### config.mk
export PLATFORM = sky130hd
export DESIGN_NAME = axi4lite_max7219
export DESIGN_NICKNAME = d
export VERILOG_FILES = /design/src/rtl/axi4lite_max7219.sv
export SDC_FILE = /design/constraint.sdc
export NUM_CORES = 1
export LEC_CHECK = 0
export ABC_AREA = 1
export CAP_MARGIN = 20
export CORE_MARGIN = 5
export CORE_UTILIZATION = 45
export DETAILED_ROUTE_END_ITERATION = 8
export PLACE_DENSITY = 0.67
export SLEW_MARGIN = 20
export SYNTH_ARGS = -nofsm -noshare
export SYNTH_HDL_FRONTEND = slang
export SYNTH_SLANG_ARGS = --single-unit
export TNS_END_PERCENT = 20
### constraint.sdc
create_clock -name clk_sys -period 2.55 [get_ports clk_sys]
set_input_delay 0.3825 -clock clk_sys [delete_from_list [all_inputs] [get_ports clk_sys]]
set_output_delay 0.3825 -clock clk_sys [all_outputs]
set_load 0.05 [all_outputs]
### src/rtl/axi4lite_max7219.sv
// AXI4-Lite slave that serializes a frame buffer into a chain of MAX7219 drivers.
// Frames leave farthest-matrix first, MSB first; one LOAD pulse latches the whole chain.
module axi4lite_max7219 #(
   parameter int G_AXI4_LITE_ADDR_WIDTH = 8,
   parameter int G_AXI4_LITE_DATA_WIDTH = 32,
   parameter int G_MATRIX_NB            = 4
) (
   input  logic                              clk_sys,
   input  logic                              rst_n_sys,
   input  logic                              awvalid,
   output logic                              awready,
   input  logic [G_AXI4_LITE_ADDR_WIDTH-1:0] awaddr,
   input  logic [2:0]                        awprot,
   input  logic                              wvalid,
   output logic                              wready,
   input  logic [G_AXI4_LITE_DATA_WIDTH-1:0] wdata,
   input  logic [3:0]                        wstrb,
   output logic                              bvalid,
   input  logic                              bready,
   output logic [1:0]                        bresp,
   input  logic                              arvalid,
   output logic                              arready,
   input  logic [G_AXI4_LITE_ADDR_WIDTH-1:0] araddr,
   input  logic [2:0]                        arprot,
   output logic                              rvalid,
   input  logic                              rready,
   output logic [G_AXI4_LITE_DATA_WIDTH-1:0] rdata,
   output logic [1:0]                        rresp,
   output logic                              o_max7219_clk,
   output logic                              o_max7219_data,
   output logic                              o_max7219_load
);

   localparam int             BITS       = G_MATRIX_NB * 16;
   localparam int             BW         = $clog2(BITS);
   localparam logic [BW-1:0]  LAST_BIT   = BW'(BITS - 1);
   localparam logic [5:0]     FRAME_BASE = 6'd4;
   localparam logic [5:0]     FRAME_END  = 6'(4 + G_MATRIX_NB);
   localparam logic [1:0]     RESP_OKAY  = 2'b00;
   localparam logic [1:0]     RESP_SLV   = 2'b10;

   typedef enum logic [1:0] {ST_IDLE, ST_SHIFT_LOW, ST_SHIFT_HIGH, ST_LOAD} state_t;

   // AXI channel registers
   logic        aw_w_ready_reg;
   logic        bvalid_reg;
   logic [1:0]  bresp_reg;
   logic        arready_reg;
   logic        rvalid_reg;
   logic [31:0] rdata_reg;
   logic [1:0]  rresp_reg;

   // register file
   logic [7:0]      clkdiv_reg;
   logic            done_reg;
   logic [BITS-1:0] frames_flat;

   // serializer
   state_t          state_reg;
   logic [BITS-1:0] shift_reg;
   logic [BW-1:0]   bit_cnt_reg;
   logic [7:0]      div_reg;
   logic [7:0]      cnt_reg;
   logic            sclk_reg;
   logic            din_reg;
   logic            load_reg;

   logic [5:0]  wr_idx;
   logic [5:0]  rd_idx;
   logic [5:0]  wr_fidx;
   logic [5:0]  rd_fidx;
   logic        wr_en;
   logic        rd_en;
   logic        wr_frame_hit;
   logic        rd_frame_hit;
   logic        wr_mapped;
   logic        start_req;
   logic        done_clr;
   logic        busy;
   logic        phase_end;
   logic [15:0] rd_frame;
   logic [31:0] rd_data_next;
   logic [1:0]  rd_resp_next;
   logic        unused_bits;

   assign unused_bits = ^{awprot, arprot, awaddr[1:0], araddr[1:0], wdata[31:16], wstrb[3:2]};

   assign wr_idx       = awaddr[7:2];
   assign rd_idx       = araddr[7:2];
   assign wr_fidx      = wr_idx - FRAME_BASE;
   assign rd_fidx      = rd_idx - FRAME_BASE;
   assign wr_en        = aw_w_ready_reg && awvalid && wvalid;
   assign rd_en        = arready_reg && arvalid;
   assign wr_frame_hit = (wr_idx >= FRAME_BASE) && (wr_idx < FRAME_END);
   assign rd_frame_hit = (rd_idx >= FRAME_BASE) && (rd_idx < FRAME_END);
   assign wr_mapped    = (wr_idx <= 6'd2) || wr_frame_hit;
   assign start_req    = wr_en && (wr_idx == 6'd0) && wstrb[0] && wdata[0];
   assign done_clr     = wr_en && (wr_idx == 6'd1) && wstrb[0] && wdata[1];
   assign busy         = (state_reg != ST_IDLE);
   assign phase_end    = (cnt_reg == div_reg - 8'd1);

   assign awready        = aw_w_ready_reg;
   assign wready         = aw_w_ready_reg;
   assign bvalid         = bvalid_reg;
   assign bresp          = bresp_reg;
   assign arready        = arready_reg;
   assign rvalid         = rvalid_reg;
   assign rdata          = rdata_reg;
   assign rresp          = rresp_reg;
   assign o_max7219_clk  = sclk_reg;
   assign o_max7219_data = din_reg;
   assign o_max7219_load = load_reg;

   // FRAME[gi] occupies frames_flat[gi*16 +: 16], so the farthest matrix lands in the MSBs
   generate
      for (genvar gi = 0; gi < G_MATRIX_NB; gi++) begin : g_frame
         logic [15:0] frame_reg;
         always_ff @(posedge clk_sys or negedge rst_n_sys) begin
            if (!rst_n_sys) begin
               frame_reg <= '0;
            end else if (wr_en && wr_frame_hit && (wr_fidx == 6'(gi))) begin
               if (wstrb[0]) frame_reg[7:0]  <= wdata[7:0];
               if (wstrb[1]) frame_reg[15:8] <= wdata[15:8];
            end
         end
         assign frames_flat[gi*16 +: 16] = frame_reg;
      end
   endgenerate

   always_ff @(posedge clk_sys or negedge rst_n_sys) begin
      if (!rst_n_sys) begin
         aw_w_ready_reg <= 1'b0;
         bvalid_reg     <= 1'b0;
         bresp_reg      <= RESP_OKAY;
         clkdiv_reg     <= 8'd4;
      end else begin
         // the !aw_w_ready_reg term keeps the ready a single-cycle pulse
         aw_w_ready_reg <= awvalid && wvalid && !bvalid_reg && !aw_w_ready_reg;
         if (wr_en) begin
            bvalid_reg <= 1'b1;
            bresp_reg  <= wr_mapped ? RESP_OKAY : RESP_SLV;
         end else if (bready) begin
            bvalid_reg <= 1'b0;
         end
         if (wr_en && (wr_idx == 6'd2) && wstrb[0]) clkdiv_reg <= wdata[7:0];
      end
   end

   always_comb begin
      rd_frame = '0;
      for (int i = 0; i < G_MATRIX_NB; i++) begin
         if (rd_fidx == 6'(i)) rd_frame = frames_flat[i*16 +: 16];
      end
      rd_data_next = '0;
      rd_resp_next = RESP_OKAY;
      if (rd_idx == 6'd1)       rd_data_next = {30'd0, done_reg, busy};
      else if (rd_idx == 6'd2)  rd_data_next = {24'd0, clkdiv_reg};
      else if (rd_frame_hit)    rd_data_next = {16'd0, rd_frame};
      else if (rd_idx != 6'd0)  rd_resp_next = RESP_SLV;
   end

   always_ff @(posedge clk_sys or negedge rst_n_sys) begin
      if (!rst_n_sys) begin
         arready_reg <= 1'b0;
         rvalid_reg  <= 1'b0;
         rdata_reg   <= '0;
         rresp_reg   <= RESP_OKAY;
      end else begin
         arready_reg <= arvalid && !rvalid_reg && !arready_reg;
         if (rd_en) begin
            rvalid_reg <= 1'b1;
            rdata_reg  <= rd_data_next;
            rresp_reg  <= rd_resp_next;
         end else if (rready) begin
            rvalid_reg <= 1'b0;
         end
      end
   end

   // the first bit goes straight to DIN, shift_reg holds the remainder
   always_ff @(posedge clk_sys or negedge rst_n_sys) begin
      if (!rst_n_sys) begin
         state_reg   <= ST_IDLE;
         shift_reg   <= '0;
         bit_cnt_reg <= '0;
         div_reg     <= 8'd1;
         cnt_reg     <= '0;
         sclk_reg    <= 1'b0;
         din_reg     <= 1'b0;
         load_reg    <= 1'b0;
         done_reg    <= 1'b0;
      end else begin
         if (done_clr) done_reg <= 1'b0;
         case (state_reg)
            ST_IDLE: begin
               if (start_req) begin
                  state_reg   <= ST_SHIFT_LOW;
                  din_reg     <= frames_flat[BITS-1];
                  shift_reg   <= {frames_flat[BITS-2:0], 1'b0};
                  bit_cnt_reg <= '0;
                  cnt_reg     <= '0;
                  div_reg     <= (clkdiv_reg == 8'd0) ? 8'd1 : clkdiv_reg;
               end
            end
            ST_SHIFT_LOW: begin
               if (phase_end) begin
                  cnt_reg   <= '0;
                  sclk_reg  <= 1'b1;
                  state_reg <= ST_SHIFT_HIGH;
               end else begin
                  cnt_reg <= cnt_reg + 8'd1;
               end
            end
            ST_SHIFT_HIGH: begin
               if (phase_end) begin
                  cnt_reg  <= '0;
                  sclk_reg <= 1'b0;
                  if (bit_cnt_reg == LAST_BIT) begin
                     din_reg   <= 1'b0;
                     load_reg  <= 1'b1;
                     state_reg <= ST_LOAD;
                  end else begin
                     din_reg     <= shift_reg[BITS-1];
                     shift_reg   <= {shift_reg[BITS-2:0], 1'b0};
                     bit_cnt_reg <= bit_cnt_reg + BW'(1);
                     state_reg   <= ST_SHIFT_LOW;
                  end
               end else begin
                  cnt_reg <= cnt_reg + 8'd1;
               end
            end
            ST_LOAD: begin
               if (phase_end) begin
                  cnt_reg   <= '0;
                  load_reg  <= 1'b0;
                  done_reg  <= 1'b1;
                  state_reg <= ST_IDLE;
               end else begin
                  cnt_reg <= cnt_reg + 8'd1;
               end
            end
            default: state_reg <= ST_IDLE;
         endcase
      end
   end

endmodule

==> run_1/wires.png <==
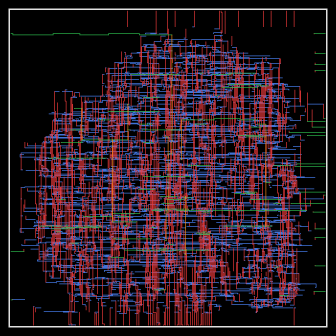
metal 4 -> orange  # wire length 275 um
metal 1 -> blue  # wire length 10700 um
metal 2 -> red  # wire length 11200 um
metal 3 -> green  # wire length 959 um

==> run_1/logic_types.png <==
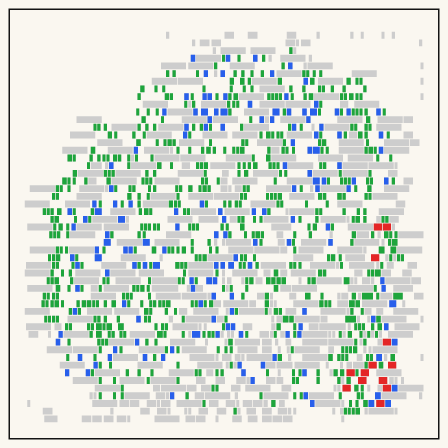
XOR/XNOR gates -> red  # cells 13, most used xnor2_1, where south-east
NAND gates -> green  # cells 623, most used nand2_1
inverting AOI/OAI gates -> blue  # cells 152, most used o21ai_0

==> run_1/congestion.png <==
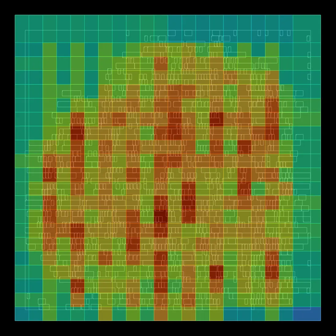
Final Util: 0.5393
busiest grt layer: met2
GR Util met3: 0.03778
met1 usage: 0.2879
routing usage on met2: 0.3384

==> out/results.tsv, run 1 <==
metric	value	unit
vdd_ir_drop_max	0.0004626	V
switchingPower	1.550	mW
power_clock	2.51	mW
cts_setup_buffers	0	
diodes	0	
nWellTaps	265	
grt_pass1_wl	37910	um
top_cell	nand2_1	
ys_sh_simple	0.3046	
drc	0	
vias	7764	
clkLatencyLatePin	440	ps
num_rows	51	
critPathMaxFanout	24	
flop_cell	dfrtp_1	
setup_ws	193.7	ps
log.warning_count	54	
critical_path_arrival	2730	ps
seq_power	2.99	mW
hold_viol	0	
power.total	5.911	mW
power_leader	registers	
wirelength	23150	um
htree_levels	4	
intPower	4.362	mW
finalMaxSlewViolations	0	
fillerInstances	1887	
path_depth	15	
aoi_share	0.09120	
p_seq_frac	0.505	
dpl_cell_area	0.009991	mm2
comb_power_share	0.069	
hold_path.class	input port to asynchronous set/reset pin	
regToRegEndpoint	shift_reg[63]	
cts_hold_buf	1	
relSlewSlack	0.5687	
cp_top_family	simple AND/OR/NAND/NOR gates	
fin_nets	1307	
crit_slowest_cell	dfstp_2	
slowest_delay	530	ps
die_x	151.7	um
top_cell_area_share	0.5065	
overflow	0	
powerDensity	557.7	mW/mm2
num-clock-buffers	18	
critPathKind	register to register	
nonClockBufferCount	94	
lay_top_count	nand2_1	
cts_buffers	17	
yosysTopAreaCell	dfrtp_1	
drtIter0Drc	565	
status	complete, no violations	
cts_resized	0	
logic_family	simple AND/OR/NAND/NOR gates	
ys_chip_area	0.009041	mm2
## Run 2: what changed since run 1
Settings changed: CORE_UTILIZATION 45 to 36, PLACE_DENSITY 0.67 to unset.
==> run_2/cell_density.png <==
The die is cut into 17 by 17 equal tiles; white is low, dark blue is high, 0 to 100% covered.
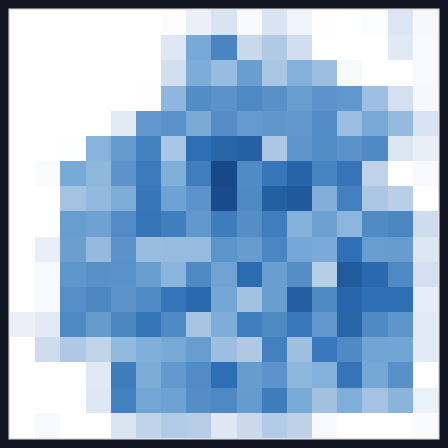
densest ninth of the die = centre
emptiest ninth of the die = north-west
mean over tiles = 37%
nearly empty tiles = 22%
tiles over 75% full = 4.8%
fullest tile = 90%

==> run_2/wires.png <==
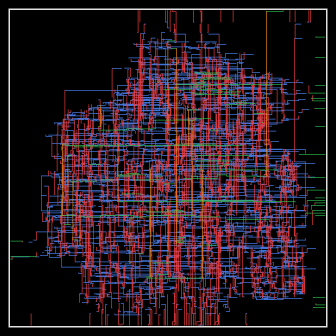
metal 3 -> green  # wire length 1210 um
metal 4 -> orange  # wire length 658 um
metal 2 -> red  # wire length 11700 um
metal 1 -> blue  # wire length 11700 um

==> out/results.tsv, run 2 <==
metric	value	unit
status	complete, no violations	
mux_area_frac	0.001107	
critPathMaxFanout	17	
powerDensity	551.6	mW/mm2
nWellTaps	330	
multi_input_comb_cells	864	
intPower	4.494	mW
cts_resized	0	
fin_util	0.4387	
fillerInstances	2544	
cts.sinks	185	
cts_hold_buf	1	
synth_area_per_cell	7.682	um2
critical_path_arrival	2660	ps
num-clock-buffers	20	
adder_share	0.004152	
drtIter0Drc	621	
aoi_share	0.09120	
grt_pass1_vias	7466	
overflow	0	
clock_power_share	0.438	
grt_util_met1	0.2238	
nonClockBufferCount	109	
worst_pin_slew	791.3	ps
min_to	arready	
vdd_ir_drop_max	0.0004980	V
ys_sh_simple	0.3046	
switchingPower	1.547	mW
yosys_cells	1177	
rr_worst_depth	16	
cts_tree	built	
seq_power	2.99	mW
busiest_layer	met2	
top_cell	nand2_1	
power.leakage	5.512	nW
swShare	0.2560	
pre_cts_ws	100.7	ps
ys_chip_area	0.009041	mm2
hold_path.class	register to register	
cts_buffers	17	
antenna_found_initial	0	
flop_cell	dfrtp_1	
comb_power_share	0.068	
rrSetupSlack	230	ps
lay_top_count	nand2_1	
power.total	6.041	mW
diodes	0	
die_x	168.5	um
slowest_delay	560	ps
regToRegEndpoint	shift_reg[38]	
finalMaxSlewViolations	0	
num_rows	58	
relSlewSlack	0.4724	
cp_top_family	simple AND/OR/NAND/NOR gates	
wirelength	25210	um
met2_usage	0.2689	
fin_nets	1323	
grt_pass1_wl	38380	um
drc	0	
crit_slowest_cell	dfstp_2	
top_cell_area_share	0.5065	
power_clock	2.64	mW
vias	7851	
logic_family	simple AND/OR/NAND/NOR gates	
dpl_cell_area	0.01006	mm2
synthDistinctLibCells	38	
ios	109	
finalCritPeriodShare	0.9079	
hold_viol	0	
path_depth	16	
critPathKind	register to register	
clkLatencyLatePin	450	ps
setup_ws	234.9	ps
log.warning_count	54	
crit_required	2890	ps
htree_levels	4	
met3_usage	0.03246	
io_buffers	62	
p_seq_frac	0.495	
yosysTopAreaCell	dfrtp_1	
cts_setup_buffers	0	
power_leader	registers	
## Run 3: what changed since run 2
Settings changed: CELL_PAD_IN_SITES_DETAIL_PLACEMENT set to 0, CELL_PAD_IN_SITES_GLOBAL_PLACEMENT set to 1, PLACE_DENSITY_LB_ADDON set to 0.1.
==> run_3/wires.png <==
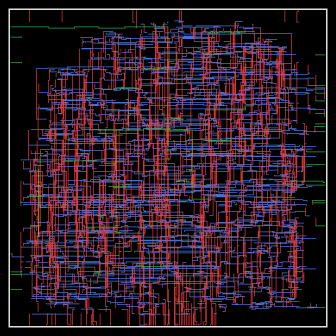
metal 3 -> green  # wire length 654 um
metal 1 -> blue  # wire length 12500 um
metal 2 -> red  # wire length 12500 um
metal 4 -> orange  # wire length 250 um

==> run_3/cell_density.png <==
The die is cut into 17 by 17 equal tiles; white is low, dark blue is high, 0 to 100% covered.
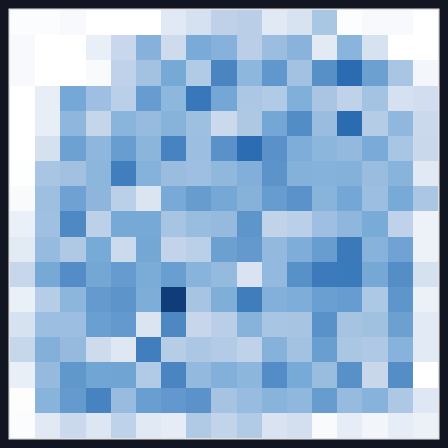
tiles over 75% full = 1.4%
nearly empty tiles = 6.9%
emptiest ninth of the die = north-west
fullest tile = 95%
mean over tiles = 37%

==> out/results.tsv, run 3 <==
metric	value	unit
grt_pass1_vias	7639	
vdd_ir_drop_max	0.0003948	V
powerDensity	567.4	mW/mm2
drtIter0Drc	431	
p_seq_frac	0.489	
vias	7647	
diodes	0	
met3_usage	0.02662	
status	complete, no violations	
adder_share	0.004152	
log.warning_count	54	
worst_pin_slew	657.4	ps
relSlewSlack	0.5618	
synthDistinctLibCells	38	
logic_family	simple AND/OR/NAND/NOR gates	
die_x	168.5	um
power.total	6.111	mW
top_cell	nand2_1	
cts_setup_buffers	0	
yosys_cells	1177	
grt_pass1_wl	42390	um
finalMaxSlewViolations	0	
antenna_found_initial	0	
wirelength	25930	um
finalCritPeriodShare	0.9224	
fin_nets	1315	
ys_sh_simple	0.3046	
grt_util_met1	0.2635	
power_clock	2.71	mW
setup_ws	197.9	ps
ys_chip_area	0.009041	mm2
overflow	0	
top_cell_area_share	0.5065	
intPower	4.421	mW
slowest_delay	540	ps
critPathMaxFanout	16	
crit_required	2870	ps
synth_area_per_cell	7.682	um2
min_to	arready	
comb_power_share	0.068	
crit_slowest_cell	dfstp_2	
cts_hold_buf	1	
cts_tree	built	
clock_power_share	0.443	
swShare	0.2766	
yosysTopAreaCell	dfrtp_1	
met2_usage	0.3111	
critPathKind	register to register	
